### config.mk
export PLATFORM = sky130hd
export DESIGN_NAME = control_unit
export DESIGN_NICKNAME = d
export VERILOG_FILES = /design/src/rtl/control_unit_pkg.sv /design/src/rtl/control_unit_decode.sv /design/src/rtl/control_unit.sv
export SDC_FILE = /design/constraint.sdc
export NUM_CORES = 1
export LEC_CHECK = 0
export CAP_MARGIN = 30
export CELL_PAD_IN_SITES_DETAIL_PLACEMENT = 0
export CELL_PAD_IN_SITES_GLOBAL_PLACEMENT = 1
export CORE_ASPECT_RATIO = 0.9
export CORE_MARGIN = 8
export CORE_UTILIZATION = 33
export DETAILED_ROUTE_END_ITERATION = 6
export PLACE_DENSITY_LB_ADDON = 0.1
export SLEW_MARGIN = 10
export SYNTH_ARGS = -nofsm -noshare
export SYNTH_HDL_FRONTEND = slang
export SYNTH_HIERARCHICAL = 1
export SYNTH_SLANG_ARGS = --single-unit
### constraint.sdc
create_clock -name clk -period 1.7 [get_ports clk]
set_input_delay 0.51 -clock clk [delete_from_list [all_inputs] [get_ports clk]]
set_output_delay 0.51 -clock clk [all_outputs]
set_load 0.005 [all_outputs]
### src/rtl/control_unit_pkg.sv
// Shared state numbers, ALU opcodes, sequencing modes and the control-word layout
// for the microsequencer control unit.
package control_unit_pkg;

    localparam logic [6:0] ST_IDLE     = 7'd0;
    localparam logic [6:0] ST_FETCH1   = 7'd1;
    localparam logic [6:0] ST_FETCH2   = 7'd2;
    localparam logic [6:0] ST_FETCH3   = 7'd3;
    localparam logic [6:0] ST_DECODE   = 7'd4;
    localparam logic [6:0] ST_DP_REG   = 7'd10;
    localparam logic [6:0] ST_DP_IMM   = 7'd11;
    localparam logic [6:0] ST_LD_ADDR  = 7'd20;
    localparam logic [6:0] ST_LD_READ  = 7'd21;
    localparam logic [6:0] ST_LD_WB    = 7'd22;
    localparam logic [6:0] ST_ST_MDR   = 7'd48;
    localparam logic [6:0] ST_ST_WRITE = 7'd49;

    localparam logic [4:0] ALU_NONE   = 5'b00000;
    localparam logic [4:0] ALU_ADD    = 5'b00100;
    localparam logic [4:0] ALU_PASS_B = 5'b01101;

    localparam logic [1:0] T_JUMP     = 2'b00;
    localparam logic [1:0] T_DISPATCH = 2'b01;

    localparam logic [3:0] PX_ALL     = 4'b1111;

    typedef struct packed {
        logic       rfld;
        logic       irld;
        logic       marld;
        logic       mdrld;
        logic       frld;
        logic       rw;
        logic       mov;
        logic       type_data;
        logic [3:0] px;
        logic [1:0] ma;
        logic [1:0] mb;
        logic [1:0] mc;
        logic [1:0] mi;
        logic       md;
        logic       me;
        logic       mf;
        logic       mg;
        logic       mh;
        logic [4:0] op;
        logic       e;
        logic [1:0] t;
        logic [5:0] s;
    } ctrl_word_t;

    function automatic logic is_legal_state(input logic [6:0] st);
        case (st)
            ST_IDLE, ST_FETCH1, ST_FETCH2, ST_FETCH3, ST_DECODE,
            ST_DP_REG, ST_DP_IMM, ST_LD_ADDR, ST_LD_READ, ST_LD_WB,
            ST_ST_MDR, ST_ST_WRITE: is_legal_state = 1'b1;
            default:                is_legal_state = 1'b0;
        endcase
    endfunction

endpackage

### src/rtl/control_unit_decode.sv
// Combinational state-number to control-word decode; unlisted states give all zeros.
// Zero latency, no backpressure.
module control_unit_decode
    import control_unit_pkg::*;
(
    input  logic [6:0] state,
    output ctrl_word_t cw
);

    always_comb begin
        cw = '0;
        case (state)
            ST_IDLE: begin
                cw.t = T_JUMP;
                cw.s = ST_FETCH1[5:0];
            end
            ST_FETCH1: begin
                cw.marld = 1'b1;
                cw.rfld  = 1'b1;
                cw.ma    = 2'b10;
                cw.mb    = 2'b11;
                cw.mc    = 2'b01;
                cw.op    = ALU_ADD;
                cw.s     = ST_FETCH2[5:0];
            end
            ST_FETCH2: begin
                cw.mdrld = 1'b1;
                cw.mov   = 1'b1;
                cw.rw    = 1'b1;
                cw.mf    = 1'b1;
                cw.px    = PX_ALL;
                cw.s     = ST_FETCH3[5:0];
            end
            ST_FETCH3: begin
                cw.irld = 1'b1;
                cw.mov  = 1'b1;
                cw.rw   = 1'b1;
                cw.mf   = 1'b1;
                cw.px   = PX_ALL;
                cw.s    = ST_DECODE[5:0];
            end
            ST_DECODE: begin
                cw.e = 1'b1;
                cw.t = T_DISPATCH;
                cw.s = ST_IDLE[5:0];
            end
            ST_DP_REG, ST_DP_IMM: begin
                // Register and immediate forms differ only in the B-operand source.
                cw.rfld = 1'b1;
                cw.frld = 1'b1;
                cw.md   = 1'b1;
                cw.mb   = (state == ST_DP_IMM) ? 2'b01 : 2'b00;
                cw.s    = ST_FETCH1[5:0];
            end
            ST_LD_ADDR: begin
                cw.marld = 1'b1;
                cw.mb    = 2'b01;
                cw.op    = ALU_ADD;
                cw.s     = ST_LD_READ[5:0];
            end
            ST_LD_READ: begin
                cw.mdrld = 1'b1;
                cw.mov   = 1'b1;
                cw.rw    = 1'b1;
                cw.mf    = 1'b1;
                cw.px    = PX_ALL;
                cw.s     = ST_LD_WB[5:0];
            end
            ST_LD_WB: begin
                cw.rfld = 1'b1;
                cw.mb   = 2'b10;
                cw.op   = ALU_PASS_B;
                cw.s    = ST_FETCH1[5:0];
            end
            ST_ST_MDR: begin
                cw.mdrld = 1'b1;
                cw.mh    = 1'b1;
                cw.mb    = 2'b00;
                cw.op    = ALU_PASS_B;
                cw.s     = ST_ST_WRITE[5:0];
            end
            ST_ST_WRITE: begin
                // Word-sized memory write: rw and type_data stay 0.
                cw.mov = 1'b1;
                cw.px  = PX_ALL;
                cw.mi  = 2'b01;
                cw.s   = ST_FETCH1[5:0];
            end
            default: cw = '0;
        endcase
    end

endmodule

### src/rtl/control_unit.sv
// Registered microsequencer control unit; optional illegal_state flag under CONTROL_UNIT_ILLEGAL_STATE_EN.
// One-cycle latency from sampled state to outputs, no backpressure.
module control_unit
    import control_unit_pkg::*;
(
    input  logic       clk,
    input  logic       reset,
    input  logic [6:0] state,
    output logic       RFLd,
    output logic       IRLd,
    output logic       MARLd,
    output logic       MDRLd,
    output logic       FRLd,
    output logic       RW,
    output logic       MOV,
    output logic       typeData,
    output logic [3:0] px,
    output logic [1:0] MA,
    output logic [1:0] MB,
    output logic [1:0] MC,
    output logic [1:0] MI,
    output logic       MD,
    output logic       ME,
    output logic       MF,
    output logic       MG,
    output logic       MH,
    output logic [4:0] OP,
    output logic       E,
    output logic [1:0] T,
    output logic [5:0] S
`ifdef CONTROL_UNIT_ILLEGAL_STATE_EN
    ,
    output logic       illegal_state
`endif
);

    ctrl_word_t cw_d;
    ctrl_word_t cw_q;

    control_unit_decode u_decode (
        .state (state),
        .cw    (cw_d)
    );

    always_ff @(posedge clk) begin
        if (reset) cw_q <= '0;
        else       cw_q <= cw_d;
    end

`ifdef CONTROL_UNIT_ILLEGAL_STATE_EN
    logic illegal_q;

    always_ff @(posedge clk) begin
        if (reset) illegal_q <= 1'b0;
        else       illegal_q <= ~is_legal_state(state);
    end

    assign illegal_state = illegal_q;
`endif

    assign RFLd     = cw_q.rfld;
    assign IRLd     = cw_q.irld;
    assign MARLd    = cw_q.marld;
    assign MDRLd    = cw_q.mdrld;
    assign FRLd     = cw_q.frld;
    assign RW       = cw_q.rw;
    assign MOV      = cw_q.mov;
    assign typeData = cw_q.type_data;
    assign px       = cw_q.px;
    assign MA       = cw_q.ma;
    assign MB       = cw_q.mb;
    assign MC       = cw_q.mc;
    assign MI       = cw_q.mi;
    assign MD       = cw_q.md;
    assign ME       = cw_q.me;
    assign MF       = cw_q.mf;
    assign MG       = cw_q.mg;
    assign MH       = cw_q.mh;
    assign OP       = cw_q.op;
    assign E        = cw_q.e;
    assign T        = cw_q.t;
    assign S        = cw_q.s;

endmodule

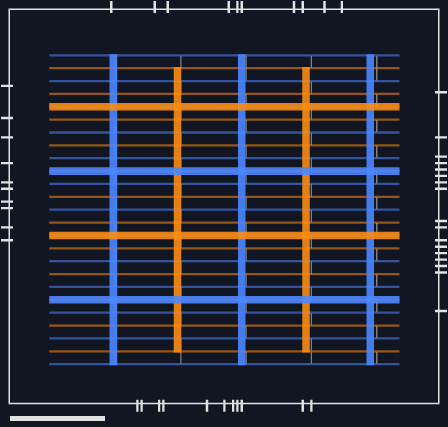
Figure 1: supply network.
Scale bar: 20 um. Pins as bars on the die edge. Tap cells in grey.
- orange: VDD
- blue: VSS
- met5 straps: 4
- met4 straps: 5
- signal pins: 48
- met1 rails: 25
- tap cells: 65

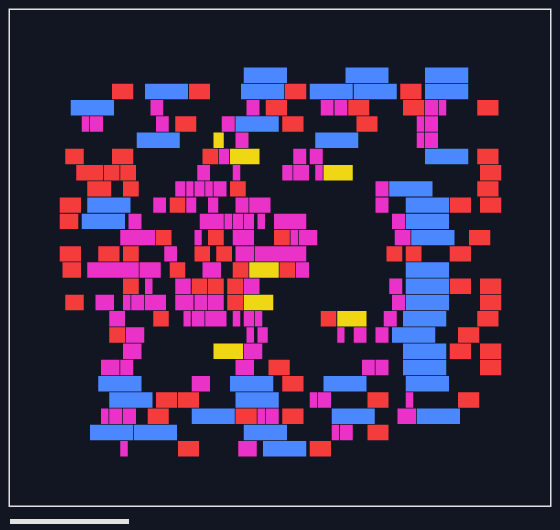
Figure 2: placed cells, one colour a class.
Scale bar: 20 um.
- blue: sequential cells (cells 39; share of their area 35%)
- yellow: clock drivers and dummy loads (cells 7; share of their area 3.9%)
- red: remaining buffers and delay cells (cells 73; share of their area 30%)
- magenta: remaining logic cells (cells 103; share of their area 31%)

==> results.sh <==
# physical design summary
export IMPL_status="complete, no violations"
export IMPL_cts_root_buffer="clkbuf_8"
export IMPL_ys_area_sq_um=1650
export IMPL_switching_share=0.214
export IMPL_cts_setup_buffers=3
export IMPL_yosys_area_share_xor_xnor=0.00532
export IMPL_dpl_cell_count=276
export IMPL_pwr_share_seq=0.542
export IMPL_crit_path_start="state[3]"
export IMPL_comb_power_mw=0.200
export IMPL_max_stage_delay_ps=590
export IMPL_power_share_clock=0.343
export IMPL_top_layer="met4"
export IMPL_path_max_fanout=4
export IMPL_ios=48
export IMPL_crit_cells=6
export IMPL_synth_comb_largest_family="simple AND/OR/NAND/NOR gates"
export IMPL_initialDrtViolationCount=27
export IMPL_gr_total_overflow=0
export IMPL_use_met2=0.148
export IMPL_power_density_nw_per_um2=750
export IMPL_cts_resized=6
export IMPL_tool_warnings=26
export IMPL_min_path_cells=6
export IMPL_dp_hpwl_um=2600
export IMPL_async_reset_ff_frac=0
export IMPL_ys_sh_simple=0.311
export IMPL_comb_power_share=0.116
export IMPL_syn2layout_area_growth_pct=39.9
export IMPL_chipHeight_um=83.0
export IMPL_crit_chain="clkdlybuf4s50_1 -> nor3_4 -> buf_4 -> buf_4 -> a32o_1 -> nor2b_2"
export IMPL_dr_wl_met2_um=1510
export IMPL_final_max_slew_violation_count=0
export IMPL_cp_start_kind="input port"
export IMPL_leakage_nw=0.973
export IMPL_syn_inst=161
export IMPL_core_rowCount=24
export IMPL_end_kind="register"
export IMPL_grt_setup_unrepaired="false"
export IMPL_edf_count=0
export IMPL_antenna_left=0
export IMPL_synth_adder_area_share=0
export IMPL_drt_total_wl_um=3320
export IMPL_finalCritPeriodShare=0.965
export IMPL_clkSlewWorstSetupHoldPaths_ps=70
export IMPL_cts_hold_buffers=0
export IMPL_postSynthAreaPerCell_sq_um=10.2
export IMPL_antenna_found_initial=0
export IMPL_clk_path_buf_depth=2
export IMPL_grt_max_degree=21
export IMPL_synthMuxAreaShare=0
export IMPL_gp_congestion=0.786
export IMPL_drcViolationCount=0
export IMPL_total_power_mw=1.73
export IMPL_ys_cells=161
export IMPL_grt_usage=0.0917
export IMPL_met3_length_um=232
export IMPL_antenna_cells=0
export IMPL_vias=1182
export IMPL_setup_tns_ps=0
export IMPL_fmax_mhz=610
export IMPL_final_util=0.476
export IMPL_io_buffers=47
export IMPL_crit_top_cell="buf_4"
export IMPL_min_from="state[0]"
export IMPL_finalSetupViolCount=0
export IMPL_min_path_type="input port to register"
export IMPL_maxCapViolCount=0
export IMPL_drive_above_1_share=0.216
export IMPL_post_place_ws_ps=-401
export IMPL_fin_area_sq_um=2300
-- sequential cells by signal, indices dropped and copies added, names as in the netlist, 2 cells and up --
register,flops
MA,2
MB,2
MC,2
MI,2
OP,5
S,6
T,2
px,4
-- area by class of cell --
type / count / area (sq um) / area share
Inverter: 4 / 15.0 / 0.00652
Tap cell: 65 / 81.3 / 0.0353
Clock inverter: 1 / 5.00 / 0.00217
Sequential cell: 39 / 781 / 0.339
Clock buffer: 6 / 82.6 / 0.0359
Timing Repair Buffer: 73 / 667 / 0.290
Multi-Input combinational cell: 99 / 672 / 0.292
-- cells in the final DEF, fill, tap and decap left out, drive strengths merged --
| master | Yosys | routed |
|---|---|---|
| a21oi | 4 | 4 |
| a31oi | 1 | 1 |
| a32o | 1 | 1 |
| a32oi | 1 | 1 |
| and2b | 3 | 3 |
| and3b | 2 | 2 |
| and4 | 1 | 1 |
| buf | 28 | 26 |
| clkbuf | 0 | 6 |
| clkdlybuf4s50 | 0 | 42 |
| clkinv | 0 | 1 |
| conb | 1 | 10 |
| dfxtp | 39 | 39 |
| dlygate4sd2 | 0 | 4 |
| dlymetal6s2s | 0 | 1 |
| inv | 4 | 4 |
| nand2 | 3 | 3 |
| nand3 | 4 | 4 |
| nand3b | 1 | 1 |
| nand4 | 1 | 1 |
| nand4b | 2 | 2 |
| nor2 | 8 | 8 |
| nor2b | 40 | 40 |
| nor3 | 3 | 3 |
| nor3b | 1 | 1 |
| nor4 | 1 | 1 |
| nor4b | 1 | 1 |
| o211a | 1 | 1 |
| o211ai | 1 | 1 |
| o21ai | 3 | 3 |
| o221ai | 1 | 1 |
| o22ai | 1 | 1 |
| or2b | 1 | 1 |
| or3 | 2 | 2 |
| xor2 | 1 | 1 |
